### Wiring heat map

Scale bar: 20 um. The die is cut into 18 by 25 equal tiles; dark blue is low, red is high, scaled to the fullest tile. Values are wire area over tile area, all layers added.
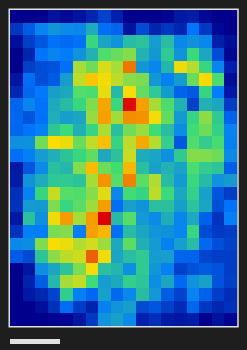
### M1 wires

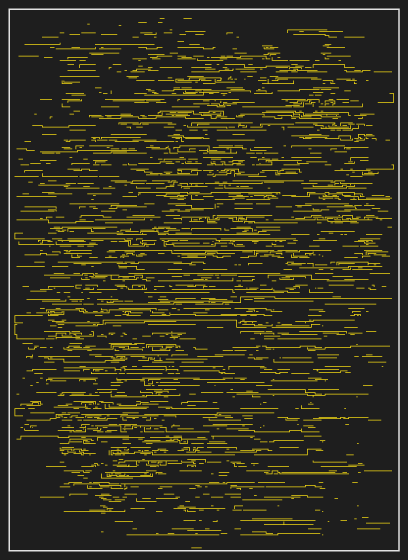
### The clock network

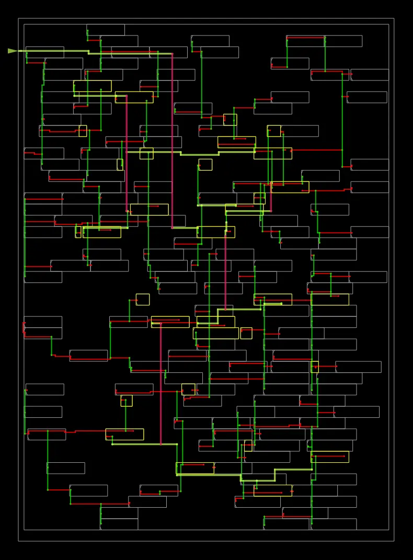
==> src/rtl/cpu_bus_pkg.sv <==
// Shared definitions for the CPU-bus UART: register map, status bits, FSM states.
package cpu_bus_pkg;
  localparam logic [1:0] UART_DATA = 2'd0;
  localparam logic [1:0] UART_STAT = 2'd1;
  localparam logic [1:0] UART_DIVL = 2'd2;
  localparam logic [1:0] UART_DIVH = 2'd3;

  localparam int ST_RX_VALID  = 0;
  localparam int ST_TX_FULL   = 1;
  localparam int ST_TX_EMPTY  = 2;
  localparam int ST_TX_BUSY   = 3;
  localparam int ST_RX_OVR    = 4;
  localparam int ST_FRAME_ERR = 5;
  localparam int ST_TX_DROP   = 6;

  typedef enum logic [1:0] {IDLE, START, DATA, STOP} uart_state_t;
endpackage

==> src/rtl/bus_uart_fifo.sv <==
// Small synchronous FIFO; pointers carry one extra wrap bit to tell full from empty.
module bus_uart_fifo #(
  parameter int DEPTH = 4,
  parameter int W     = 8
) (
  input  logic         clk,
  input  logic         reset,
  input  logic         push,
  input  logic [W-1:0] din,
  input  logic         pop,
  output logic [W-1:0] dout,
  output logic         full,
  output logic         empty
);
  localparam int AW = $clog2(DEPTH);

  logic [W-1:0] mem [DEPTH];
  logic [AW:0]  wptr, rptr;
  logic         do_push, do_pop;

  assign empty   = (wptr == rptr);
  assign full    = (wptr[AW] != rptr[AW]) && (wptr[AW-1:0] == rptr[AW-1:0]);
  // a push into a full FIFO is lost even if a pop frees a slot this cycle
  assign do_push = push & ~full;
  assign do_pop  = pop & ~empty;
  assign dout    = mem[rptr[AW-1:0]];

  // pointer update; wrap is natural through the extra MSB
  always_ff @(posedge clk or posedge reset) begin
    if (reset) begin
      wptr <= '0;
      rptr <= '0;
    end else begin
      if (do_push) wptr <= wptr + 1'b1;
      if (do_pop)  rptr <= rptr + 1'b1;
    end
  end

  // storage write
  always_ff @(posedge clk) begin
    if (do_push) mem[wptr[AW-1:0]] <= din;
  end
endmodule

==> src/rtl/bus_uart.sv <==
// Memory-mapped 8N1 UART on the 6502 bus: TX FIFO, one-byte RX hold, status, divisor.
module bus_uart
  import cpu_bus_pkg::*;
#(
  parameter logic [15:0] BASE_ADDR  = 16'h6000,
  parameter logic [15:0] DIV_RESET  = 16'd433,
  parameter int          FIFO_DEPTH = 4
) (
  input  logic        clk,
  input  logic        reset,
  input  logic [15:0] adr_bus,
  input  logic        RW,
  input  logic [7:0]  data_wr,
  output logic        sel,
  output logic [7:0]  rdata,
  output logic        tx,
  input  logic        rx
);
  logic        rd, wr, rd_data;
  logic [1:0]  off;
  logic [15:0] div;
  logic [7:0]  rx_hold, rd_mux, status;
  logic        rx_valid, rx_ovr, frame_err, tx_drop;
  logic        fifo_pop, fifo_full, fifo_empty;
  logic [7:0]  fifo_dout;

  uart_state_t tx_st, tx_st_d, rx_st, rx_st_d;
  logic [15:0] tx_cnt, tx_cnt_d, rx_cnt, rx_cnt_d;
  logic [2:0]  tx_bit, tx_bit_d, rx_bit, rx_bit_d;
  logic [7:0]  tx_sh, tx_sh_d, rx_sh, rx_sh_d;
  logic        tx_d, rx_s1, rx_s2, rx_s3, rx_fall, rx_done, rx_bad;

  assign sel     = (adr_bus[15:2] == BASE_ADDR[15:2]);
  assign off     = adr_bus[1:0];
  assign rd      = sel & RW;
  assign wr      = sel & ~RW;
  assign rd_data = rd && (off == UART_DATA);
  assign rx_fall = rx_s3 & ~rx_s2;
  assign status  = {1'b0, tx_drop, frame_err, rx_ovr, (tx_st != IDLE),
                    fifo_empty, fifo_full, rx_valid};

  bus_uart_fifo #(.DEPTH(FIFO_DEPTH), .W(8)) u_fifo (
    .clk(clk), .reset(reset), .push(wr && (off == UART_DATA)), .din(data_wr),
    .pop(fifo_pop), .dout(fifo_dout), .full(fifo_full), .empty(fifo_empty));

  // read data select
  always_comb begin
    rd_mux = rx_hold;
    case (off)
      UART_STAT: rd_mux = status;
      UART_DIVL: rd_mux = div[7:0];
      UART_DIVH: rd_mux = div[15:8];
      default:   rd_mux = rx_hold;
    endcase
  end

  // TX next state; tx is registered from the next state so it never glitches
  always_comb begin
    tx_st_d = tx_st; tx_cnt_d = tx_cnt; tx_bit_d = tx_bit; tx_sh_d = tx_sh;
    fifo_pop = 1'b0;
    case (tx_st)
      IDLE: if (!fifo_empty) begin
        fifo_pop = 1'b1; tx_sh_d = fifo_dout; tx_cnt_d = div; tx_st_d = START;
      end
      START: if (tx_cnt == '0) begin
        tx_cnt_d = div; tx_bit_d = '0; tx_st_d = DATA;
      end else tx_cnt_d = tx_cnt - 16'd1;
      DATA: if (tx_cnt == '0) begin
        tx_cnt_d = div;
        if (tx_bit == 3'd7) tx_st_d = STOP;
        else begin tx_bit_d = tx_bit + 3'd1; tx_sh_d = tx_sh >> 1; end
      end else tx_cnt_d = tx_cnt - 16'd1;
      STOP: if (tx_cnt == '0) begin
        // chain straight into the next start bit when more data is queued
        if (!fifo_empty) begin
          fifo_pop = 1'b1; tx_sh_d = fifo_dout; tx_cnt_d = div; tx_st_d = START;
        end else tx_st_d = IDLE;
      end else tx_cnt_d = tx_cnt - 16'd1;
      default: tx_st_d = IDLE;
    endcase
    tx_d = 1'b1;
    if (tx_st_d == START)     tx_d = 1'b0;
    else if (tx_st_d == DATA) tx_d = tx_sh_d[0];
  end

  // RX next state; start is qualified at half-bit, then sampled at bit centres
  always_comb begin
    rx_st_d = rx_st; rx_cnt_d = rx_cnt; rx_bit_d = rx_bit; rx_sh_d = rx_sh;
    rx_done = 1'b0; rx_bad = 1'b0;
    case (rx_st)
      IDLE: if (rx_fall) begin rx_cnt_d = div >> 1; rx_st_d = START; end
      START: if (rx_cnt == '0) begin
        if (rx_s2) rx_st_d = IDLE;
        else begin rx_cnt_d = div; rx_bit_d = '0; rx_st_d = DATA; end
      end else rx_cnt_d = rx_cnt - 16'd1;
      DATA: if (rx_cnt == '0) begin
        rx_sh_d = {rx_s2, rx_sh[7:1]}; rx_cnt_d = div;
        if (rx_bit == 3'd7) rx_st_d = STOP;
        else rx_bit_d = rx_bit + 3'd1;
      end else rx_cnt_d = rx_cnt - 16'd1;
      STOP: if (rx_cnt == '0) begin
        rx_done = rx_s2; rx_bad = ~rx_s2; rx_st_d = IDLE;
      end else rx_cnt_d = rx_cnt - 16'd1;
      default: rx_st_d = IDLE;
    endcase
  end

  // FSM state, synchronizer and serial output registers
  always_ff @(posedge clk or posedge reset) begin
    if (reset) begin
      tx_st <= IDLE; tx_cnt <= '0; tx_bit <= '0; tx_sh <= '0; tx <= 1'b1;
      rx_st <= IDLE; rx_cnt <= '0; rx_bit <= '0; rx_sh <= '0;
      rx_s1 <= 1'b1; rx_s2 <= 1'b1; rx_s3 <= 1'b1;
    end else begin
      tx_st <= tx_st_d; tx_cnt <= tx_cnt_d; tx_bit <= tx_bit_d; tx_sh <= tx_sh_d; tx <= tx_d;
      rx_st <= rx_st_d; rx_cnt <= rx_cnt_d; rx_bit <= rx_bit_d; rx_sh <= rx_sh_d;
      rx_s1 <= rx; rx_s2 <= rx_s1; rx_s3 <= rx_s2;
    end
  end

  // bus-visible registers; sticky sets are placed after clears so a set wins
  always_ff @(posedge clk or posedge reset) begin
    if (reset) begin
      rdata <= '0; div <= DIV_RESET; rx_hold <= '0; rx_valid <= 1'b0;
      rx_ovr <= 1'b0; frame_err <= 1'b0; tx_drop <= 1'b0;
    end else begin
      if (rd) rdata <= rd_mux;
      if (wr && off == UART_DIVL) div[7:0]  <= data_wr;
      if (wr && off == UART_DIVH) div[15:8] <= data_wr;
      if (wr && off == UART_STAT) begin
        if (data_wr[ST_RX_OVR])    rx_ovr    <= 1'b0;
        if (data_wr[ST_FRAME_ERR]) frame_err <= 1'b0;
        if (data_wr[ST_TX_DROP])   tx_drop   <= 1'b0;
      end
      if (wr && off == UART_DATA && fifo_full) tx_drop <= 1'b1;
      if (rx_bad) frame_err <= 1'b1;
      // a read racing a completion returns the old byte and is not an overrun
      if (rx_done) begin
        rx_hold <= rx_sh; rx_valid <= 1'b1;
        if (rx_valid && !rd_data) rx_ovr <= 1'b1;
      end else if (rd_data) rx_valid <= 1'b0;
    end
  end
endmodule

==> config.mk <==
export PLATFORM = sky130hd
export DESIGN_NAME = bus_uart
export DESIGN_NICKNAME = d
export VERILOG_FILES = /design/src/rtl/cpu_bus_pkg.sv /design/src/rtl/bus_uart_fifo.sv /design/src/rtl/bus_uart.sv
export SDC_FILE = /design/constraint.sdc
export NUM_CORES = 1
export LEC_CHECK = 0
export CAP_MARGIN = 10
export CORE_ASPECT_RATIO = 1.4
export CORE_UTILIZATION = 65
export CTS_CLUSTER_SIZE = 10
export DETAILED_ROUTE_END_ITERATION = 12
export PLACE_DENSITY = 0.83
export SETUP_SLACK_MARGIN = 0.02
export SLEW_MARGIN = 30
export SYNTH_ARGS = -nofsm -noshare
export SYNTH_HDL_FRONTEND = slang
export SYNTH_SLANG_ARGS = --single-unit
==> constraint.sdc <==
create_clock -name clk -period 5.9 [get_ports clk]
set_input_delay 1.475 -clock clk [delete_from_list [all_inputs] [get_ports clk]]
set_output_delay 1.475 -clock clk [all_outputs]
set_load 0.03 [all_outputs]
==> deck_impl_summary.md <==
Flow Results at a Glance

Placement
  • Cell area reported after detailed placement: between 0.007 and 0.008 sq mm
  • IO Port Bufs: 37

Routing
  • Final wirelength: 16.6 mm
  • Drt initial violations: 373

Power
  • Pwr Total: 3.88 mW

Run status
  • Run status: finished clean

Floorplanning
  • Die X-Extent: 91.0 um

Yosys
  • Area of the mapped netlist: 0.00720 sq mm
  • Area share of xor/xnor cells in the synthesized design: 0.0328
  • Cell count after synthesis: around 620
  • Count of state elements after synthesis: 136

Final layout
  • Most numerous logic cells after layout: sky130_fd_sc_hd__dfrtp_1 (95), sky130_fd_sc_hd__nand2_1 (47), sky130_fd_sc_hd__mux2_2 (43), sky130_fd_sc_hd__clkdlybuf4s50_1 (37), sky130_fd_sc_hd__nor2_1 (36)
  • Non-Filler Instances: 801
  • Post-Layout Inst Area: 0.00821 sq mm
  • Share of final-layout standard cells stronger than drive strength 1: 0.188

Worst setup path
  • Critical path launch point type: primary input
  • Worst R2R Setup Slack: ~2.9 ns
  • Reg2Reg Launch Point: u_fifo.rptr[0]
  • R2r worst-path depth: 6

Min path
  • Hold worst-path end: rx_s2

Timing
  • Upper clock frequency limit: 205 MHz
  • Slew headroom: 0.378
  • Final Hold Viols: 0
About 'Wiring heat map':
tiles over half the peak = 24%
fullest tile = 0.66
nearly empty tiles = 6.2%
mean over tiles = 0.23
densest ninth of the die = centre

About 'M1 wires':
main direction = horizontal
share of all routed wire = 37%
wire length on this layer = 6210 um

About 'The clock network':
FFs & Latches: 136
clock buffer count in the final layout: 19
latest clock arrival within the worst-skew pair: 0.42 ns
worst clock skew on the final layout: 0.00959 ns
total CTS buffers: 17

-- routing by layer --
layer	track usage	part of all wire	vias to the layer above
met5	0	0	-
met4	0.120	0.026	0
met3	0.0618	0.054	38
met2	0.565	0.55	193
met1	0.356	0.37	2611
li1	-	-	2366
-- where the power goes --
part	internal [mW]	switching (mW)
Combinational	0.670	0.920
Sequential	1.11	0.190
Clock	0.583	0.413
Total	2.36	1.52
-- area by class of cell --
| cell class | count | area (sq um) | share of cell area |
|---|---|---|---|
| sequential | 136 | 3570 | 0.436 |
| multi-input combinational | 428 | 3410 | 0.416 |
| clock buffer | 19 | 433 | 0.0527 |
| timing repair buffer | 41 | 400 | 0.0488 |
| tap | 141 | 176 | 0.0215 |
| clock inverter | 13 | 120 | 0.0146 |
| inverter | 23 | 88.8 | 0.0108 |
Power and IR drop assume default switching activity.
